===== config.mk =====
export PLATFORM = sky130hd
export DESIGN_NAME = seq_divider
export DESIGN_NICKNAME = d
export VERILOG_FILES = /design/src/rtl/alu_pkg.sv /design/src/rtl/seq_divider_div_step.sv /design/src/rtl/seq_divider.sv
export SDC_FILE = /design/constraint.sdc
export NUM_CORES = 1
export LEC_CHECK = 0
export ABC_CLOCK_PERIOD_IN_PS = 3400
export CORE_MARGIN = 2
export CORE_UTILIZATION = 30
export CTS_BUF_LIST = sky130_fd_sc_hd__clkbuf_8
export CTS_CLUSTER_DIAMETER = 150
export DETAILED_ROUTE_END_ITERATION = 12
export PLACE_DENSITY = 0.58
export SYNTH_ARGS = -nofsm -noshare
export SYNTH_HDL_FRONTEND = slang
export SYNTH_SLANG_ARGS = --single-unit

===== constraint.sdc =====
create_clock -name clk -period 3.4 [get_ports clk]
set_input_delay 0.34 -clock clk [delete_from_list [all_inputs] [get_ports clk]]
set_output_delay 0.34 -clock clk [all_outputs]
set_load 0.02 [all_outputs]

===== src/rtl/alu_pkg.sv =====
// Shared ALU definitions: datapath width, divider state encoding and
// divide-by-zero result constants.
package alu_pkg;

  localparam int ALU_WIDTH = 16;

  // Divider control states; FIXUP is only reached in the signed build.
  typedef enum logic [1:0] {
    IDLE  = 2'd0,
    RUN   = 2'd1,
    FIXUP = 2'd2,
    DONE  = 2'd3
  } div_state_t;

  // Divide-by-zero quotient is every bit set to this value (all ones).
  localparam logic DIV_ZERO_QUOT_FILL = 1'b1;

endpackage


===== src/rtl/seq_divider_div_step.sv =====
// One restoring-division iteration: shift {R,Q} left, trial-subtract the
// divisor and keep the difference when it is non-negative.
module div_step #(
  parameter int WIDTH = 16
) (
  input  logic [WIDTH-1:0] r_in,
  input  logic [WIDTH-1:0] q_in,
  input  logic [WIDTH-1:0] divisor,
  output logic [WIDTH-1:0] r_out,
  output logic [WIDTH-1:0] q_out
);

  logic [WIDTH:0] r_shift_s;
  logic [WIDTH:0] trial_s;

  // R < divisor on entry, so the trial difference always fits in WIDTH+1 signed bits.
  always_comb begin
    r_shift_s = {r_in, q_in[WIDTH-1]};
    trial_s   = r_shift_s - {1'b0, divisor};
    if (trial_s[WIDTH] == 1'b0) begin
      r_out = trial_s[WIDTH-1:0];
      q_out = {q_in[WIDTH-2:0], 1'b1};
    end else begin
      r_out = r_shift_s[WIDTH-1:0];
      q_out = {q_in[WIDTH-2:0], 1'b0};
    end
  end

endmodule


===== src/rtl/seq_divider.sv =====
// Iterative restoring divider, one quotient bit per clock, start/busy/done
// handshake. Define SEQ_DIVIDER_SIGNED_EN for two's-complement operands
// (adds a one-cycle FIXUP state for sign correction).
module seq_divider
  import alu_pkg::*;
#(
  parameter int WIDTH = ALU_WIDTH
) (
  input  logic             clk,
  input  logic             rst,
  input  logic             start,
  input  logic [WIDTH-1:0] dividend,
  input  logic [WIDTH-1:0] divisor,
  output logic             busy,
  output logic             done,
  output logic [WIDTH-1:0] quotient,
  output logic [WIDTH-1:0] remainder,
  output logic             div_by_zero
);

  localparam int CNT_W = (WIDTH > 2) ? $clog2(WIDTH) : 1;
  localparam logic [CNT_W-1:0] CNT_LAST = CNT_W'(WIDTH - 1);
  localparam logic [CNT_W-1:0] CNT_ONE  = CNT_W'(1);
  localparam logic [WIDTH-1:0] ONE_W    = {{(WIDTH-1){1'b0}}, 1'b1};

  div_state_t       state_r, state_nxt_s;
  logic             accept_s;
  logic [CNT_W-1:0] cnt_r;
  logic [WIDTH-1:0] div_r, rem_r, quo_r;
  logic [WIDTH-1:0] step_r_s, step_q_s;
  logic [WIDTH-1:0] dvd_mag_s, dvs_mag_s, dbz_quot_s;
  logic [WIDTH-1:0] quotient_r, remainder_r;
  logic             busy_r, done_r, dbz_r;

  div_step #(.WIDTH(WIDTH)) u_step (
    .r_in    (rem_r),
    .q_in    (quo_r),
    .divisor (div_r),
    .r_out   (step_r_s),
    .q_out   (step_q_s)
  );

`ifdef SEQ_DIVIDER_SIGNED_EN
  logic neg_q_r, neg_r_r;

  function automatic logic [WIDTH-1:0] neg_w(input logic [WIDTH-1:0] v);
    return ~v + ONE_W;
  endfunction

  // Operand magnitudes and the sign-dependent divide-by-zero quotient.
  always_comb begin
    if (dividend[WIDTH-1] == 1'b1) begin
      dvd_mag_s  = neg_w(dividend);
      dbz_quot_s = ONE_W;
    end else begin
      dvd_mag_s  = dividend;
      dbz_quot_s = {WIDTH{DIV_ZERO_QUOT_FILL}};
    end
    if (divisor[WIDTH-1] == 1'b1) begin
      dvs_mag_s = neg_w(divisor);
    end else begin
      dvs_mag_s = divisor;
    end
  end
`else
  assign dvd_mag_s  = dividend;
  assign dvs_mag_s  = divisor;
  assign dbz_quot_s = {WIDTH{DIV_ZERO_QUOT_FILL}};
`endif

  // Next-state logic; start is only honoured in IDLE or DONE.
  always_comb begin
    state_nxt_s = state_r;
    accept_s    = 1'b0;
    case (state_r)
      IDLE, DONE: begin
        if (start) begin
          accept_s = 1'b1;
          if (divisor == {WIDTH{1'b0}}) begin
            state_nxt_s = DONE;
          end else begin
            state_nxt_s = RUN;
          end
        end else begin
          state_nxt_s = IDLE;
        end
      end
      RUN: begin
        if (cnt_r == {CNT_W{1'b0}}) begin
`ifdef SEQ_DIVIDER_SIGNED_EN
          state_nxt_s = FIXUP;
`else
          state_nxt_s = DONE;
`endif
        end else begin
          state_nxt_s = RUN;
        end
      end
      FIXUP:   state_nxt_s = DONE;
      default: state_nxt_s = IDLE;
    endcase
  end

  // State, handshake flags, working registers and held results.
  always_ff @(posedge clk) begin
    if (rst) begin
      state_r     <= IDLE;
      busy_r      <= 1'b0;
      done_r      <= 1'b0;
      dbz_r       <= 1'b0;
      cnt_r       <= {CNT_W{1'b0}};
      div_r       <= {WIDTH{1'b0}};
      rem_r       <= {WIDTH{1'b0}};
      quo_r       <= {WIDTH{1'b0}};
      quotient_r  <= {WIDTH{1'b0}};
      remainder_r <= {WIDTH{1'b0}};
`ifdef SEQ_DIVIDER_SIGNED_EN
      neg_q_r     <= 1'b0;
      neg_r_r     <= 1'b0;
`endif
    end else begin
      state_r <= state_nxt_s;
      busy_r  <= (state_nxt_s == RUN) || (state_nxt_s == FIXUP);
      done_r  <= (state_nxt_s == DONE);
      if (accept_s) begin
        if (divisor == {WIDTH{1'b0}}) begin
          quotient_r  <= dbz_quot_s;
          remainder_r <= dividend;
          dbz_r       <= 1'b1;
          cnt_r       <= {CNT_W{1'b0}};
        end else begin
          div_r <= dvs_mag_s;
          rem_r <= {WIDTH{1'b0}};
          quo_r <= dvd_mag_s;
          cnt_r <= CNT_LAST;
          dbz_r <= 1'b0;
`ifdef SEQ_DIVIDER_SIGNED_EN
          neg_q_r <= dividend[WIDTH-1] ^ divisor[WIDTH-1];
          neg_r_r <= dividend[WIDTH-1];
`endif
        end
      end else if (state_r == RUN) begin
        rem_r <= step_r_s;
        quo_r <= step_q_s;
        if (cnt_r == {CNT_W{1'b0}}) begin
          quotient_r  <= step_q_s;
          remainder_r <= step_r_s;
        end else begin
          cnt_r <= cnt_r - CNT_ONE;
        end
`ifdef SEQ_DIVIDER_SIGNED_EN
      end else if (state_r == FIXUP) begin
        // Truncation toward zero: quotient sign from both operands, remainder from dividend.
        quotient_r  <= neg_q_r ? neg_w(quotient_r) : quotient_r;
        remainder_r <= neg_r_r ? neg_w(remainder_r) : remainder_r;
`endif
      end else begin
        cnt_r <= cnt_r;
      end
    end
  end

  assign busy        = busy_r;
  assign done        = done_r;
  assign quotient    = quotient_r;
  assign remainder   = remainder_r;
  assign div_by_zero = dbz_r;

endmodule


**Power grid**

Pins as bars on the die edge. Tap cells in grey.
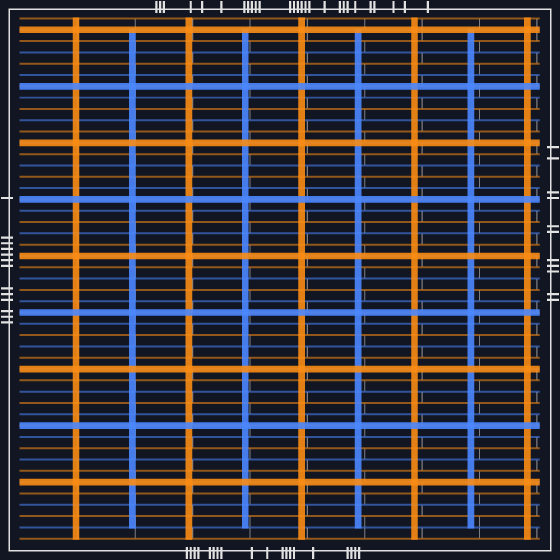
- blue: VDD
- orange: VSS
- rows: 46
- met5 straps: 9
- met1 rails: 47
- met4 straps: 9
horizontal extent of the die: 130 um
floorplan die height: 130 um
placeable core area: 15,700 um2
worst-case vdd ir drop: 0.370 mV

**Placement view**

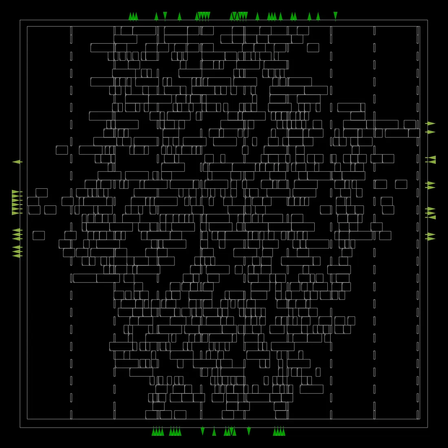
n_taps: 216
Fillers: 1,623
total number of sequential cells: 89
share of the core filled with cells: 37.2%

==> Flow_metrics.wiki <==
=== Synthesis and place and route ===
{| class="wikitable"
! Metric !! Value
|-
| Antenna violations before repair || 0
|-
| End point of the critical path || remainder[0]$_SDFFE_PP0P_
|-
| H-Tree Level Count || 3
|-
| Hold buffer count at cts || 0
|-
| Simple-gate share of the synthesized area || between 20% and 30%
|-
| Ranking of synthesized cells by area || dfxtp_1, nand2_1, a21oi_1, ha_1, nor2_1
|-
| I/O pin count || ~70
|-
| Max-cap violation count || 0
|-
| Buffering stage count on the worst path with inverters included || 2
|-
| OpenROAD warning count || 28
|-
| Final std cell area, no fill || slightly below 6000 um2
|-
| Post-Synth Adder-Cell Area || 5.95%
|-
| Most used flip-flop cell after synthesis || dfxtp_1
|-
| Status || completed
|-
| Area added between synthesis and finish || 22.7%
|-
| Number of placed cells counting well taps || 867
|-
| Worst path arrival time || approximately 3200 ps
|-
| Xor/xnor share || under 10%
|-
| Worst-case hold slack || about 430 ps
|-
| Synthesis-stage register bit count || approximately 90
|-
| Number of antenna repair diodes || 0
|-
| FF-to-FF setup slack || roughly 500 ps
|-
| PostCTS Resize Cnt || 0
|-
| Cell count after synthesis || between 600 and 700
|-
| Avg Inst Size Synth || 7.81 um2
|-
| Proportion of register bits with asynchronous set or reset after synthesis || 0%
|-
| Mux frac, synth || about 2.8%
|-
| Final Instance Count excl. Fillers || roughly 880
|-
| Final wirelength || around 14 mm
|-
| Crit path from || quo_r[15]$_SDFFE_PP0P_
|-
| Pins Over Slew Limit || 0
|-
| Yosys cell count || about 610
|-
| Antenna-violating nets left || 0
|-
| Clock skew after layout || between 15 and 20 ps
|-
| Hold_sp || rst
|-
| Pre-antenna DRT Iters || 5
|-
| Sum of overflow across all layers after global routing || 0
|-
| Path type of the worst setup path || reg -> reg
|-
| Instance area after placement || 5620 um2
|-
| Final Hold Fails || 0
|-
| Largest family of logic cells by area || AND-OR/OR-AND gates
|-
| Count of unique library cells instantiated by Yosys || around 57
|}
-- cells in the mapped netlist (all sizes together), types with 2 or more instances --
library cell  number
a21o               5
ha                21
or3                3
or4                2
a31oi              2
a21boi             2
o2111ai            4
xnor2              6
a211o              2
a2111oi            2
inv               27
dfxtp             89
buf                7
o211ai             4
nor3              33
a21oi             56
o221ai             2
o21ai             42
o22ai             11
a31o               2
nor2              58
o2bb2ai            2
clkbuf            31
mux2i             12
nand3             11
nor2b              5
o32ai              3
and4               4
nand2             99
a211oi             8
nor4               5
nor3b              4
xor2               4
and2               5
nand2b             4
a311oi            16
nand4              4
-- metal layers --
metal  GRT usage, %  share of wire, %
met1           22.1                46
met2           27.5                48
met3           2.79               4.4
met4           5.38               1.9
met5              0                 0
-- cells by family after synthesis --
kind of cell,Yosys count
multiplexers,13
AND/OR/NAND/NOR,240
adder cells (fa/ha/maj),22
XOR/XNOR,10
buffers and inverters,66
flip-flops,89
AND-OR/OR-AND,169
-- layout make-up --
type	instances	area, um2	area share (%)
Sequential cell	89	1780	30.6
Inverter	28	105	1.80
Tap cell	216	270	4.64
Multi-Input combinational cell	454	2700	46.2
Timing Repair Buffer	80	768	13.2
Clock inverter	7	86.3	1.48
Clock buffer	9	124	2.12
-- power breakdown --
group	internal (mW)	switching, mW
clock network	0.354	0.429
registers	1.19	0.132
logic	0.908	1.29
total	2.45	1.85
-- registers in the layout (all words and copies together) (netlist names) --
| signal | count |
|---|---|
| remainder | 16 |
| busy | 1 |
| rem_r | 16 |
| quo_r | 16 |
| div_r | 16 |
| done | 1 |
| div_by_zero | 1 |
| cnt_r | 4 |
| quotient | 16 |
| state_r | 2 |
Power is estimated from default activity; no workload was simulated.
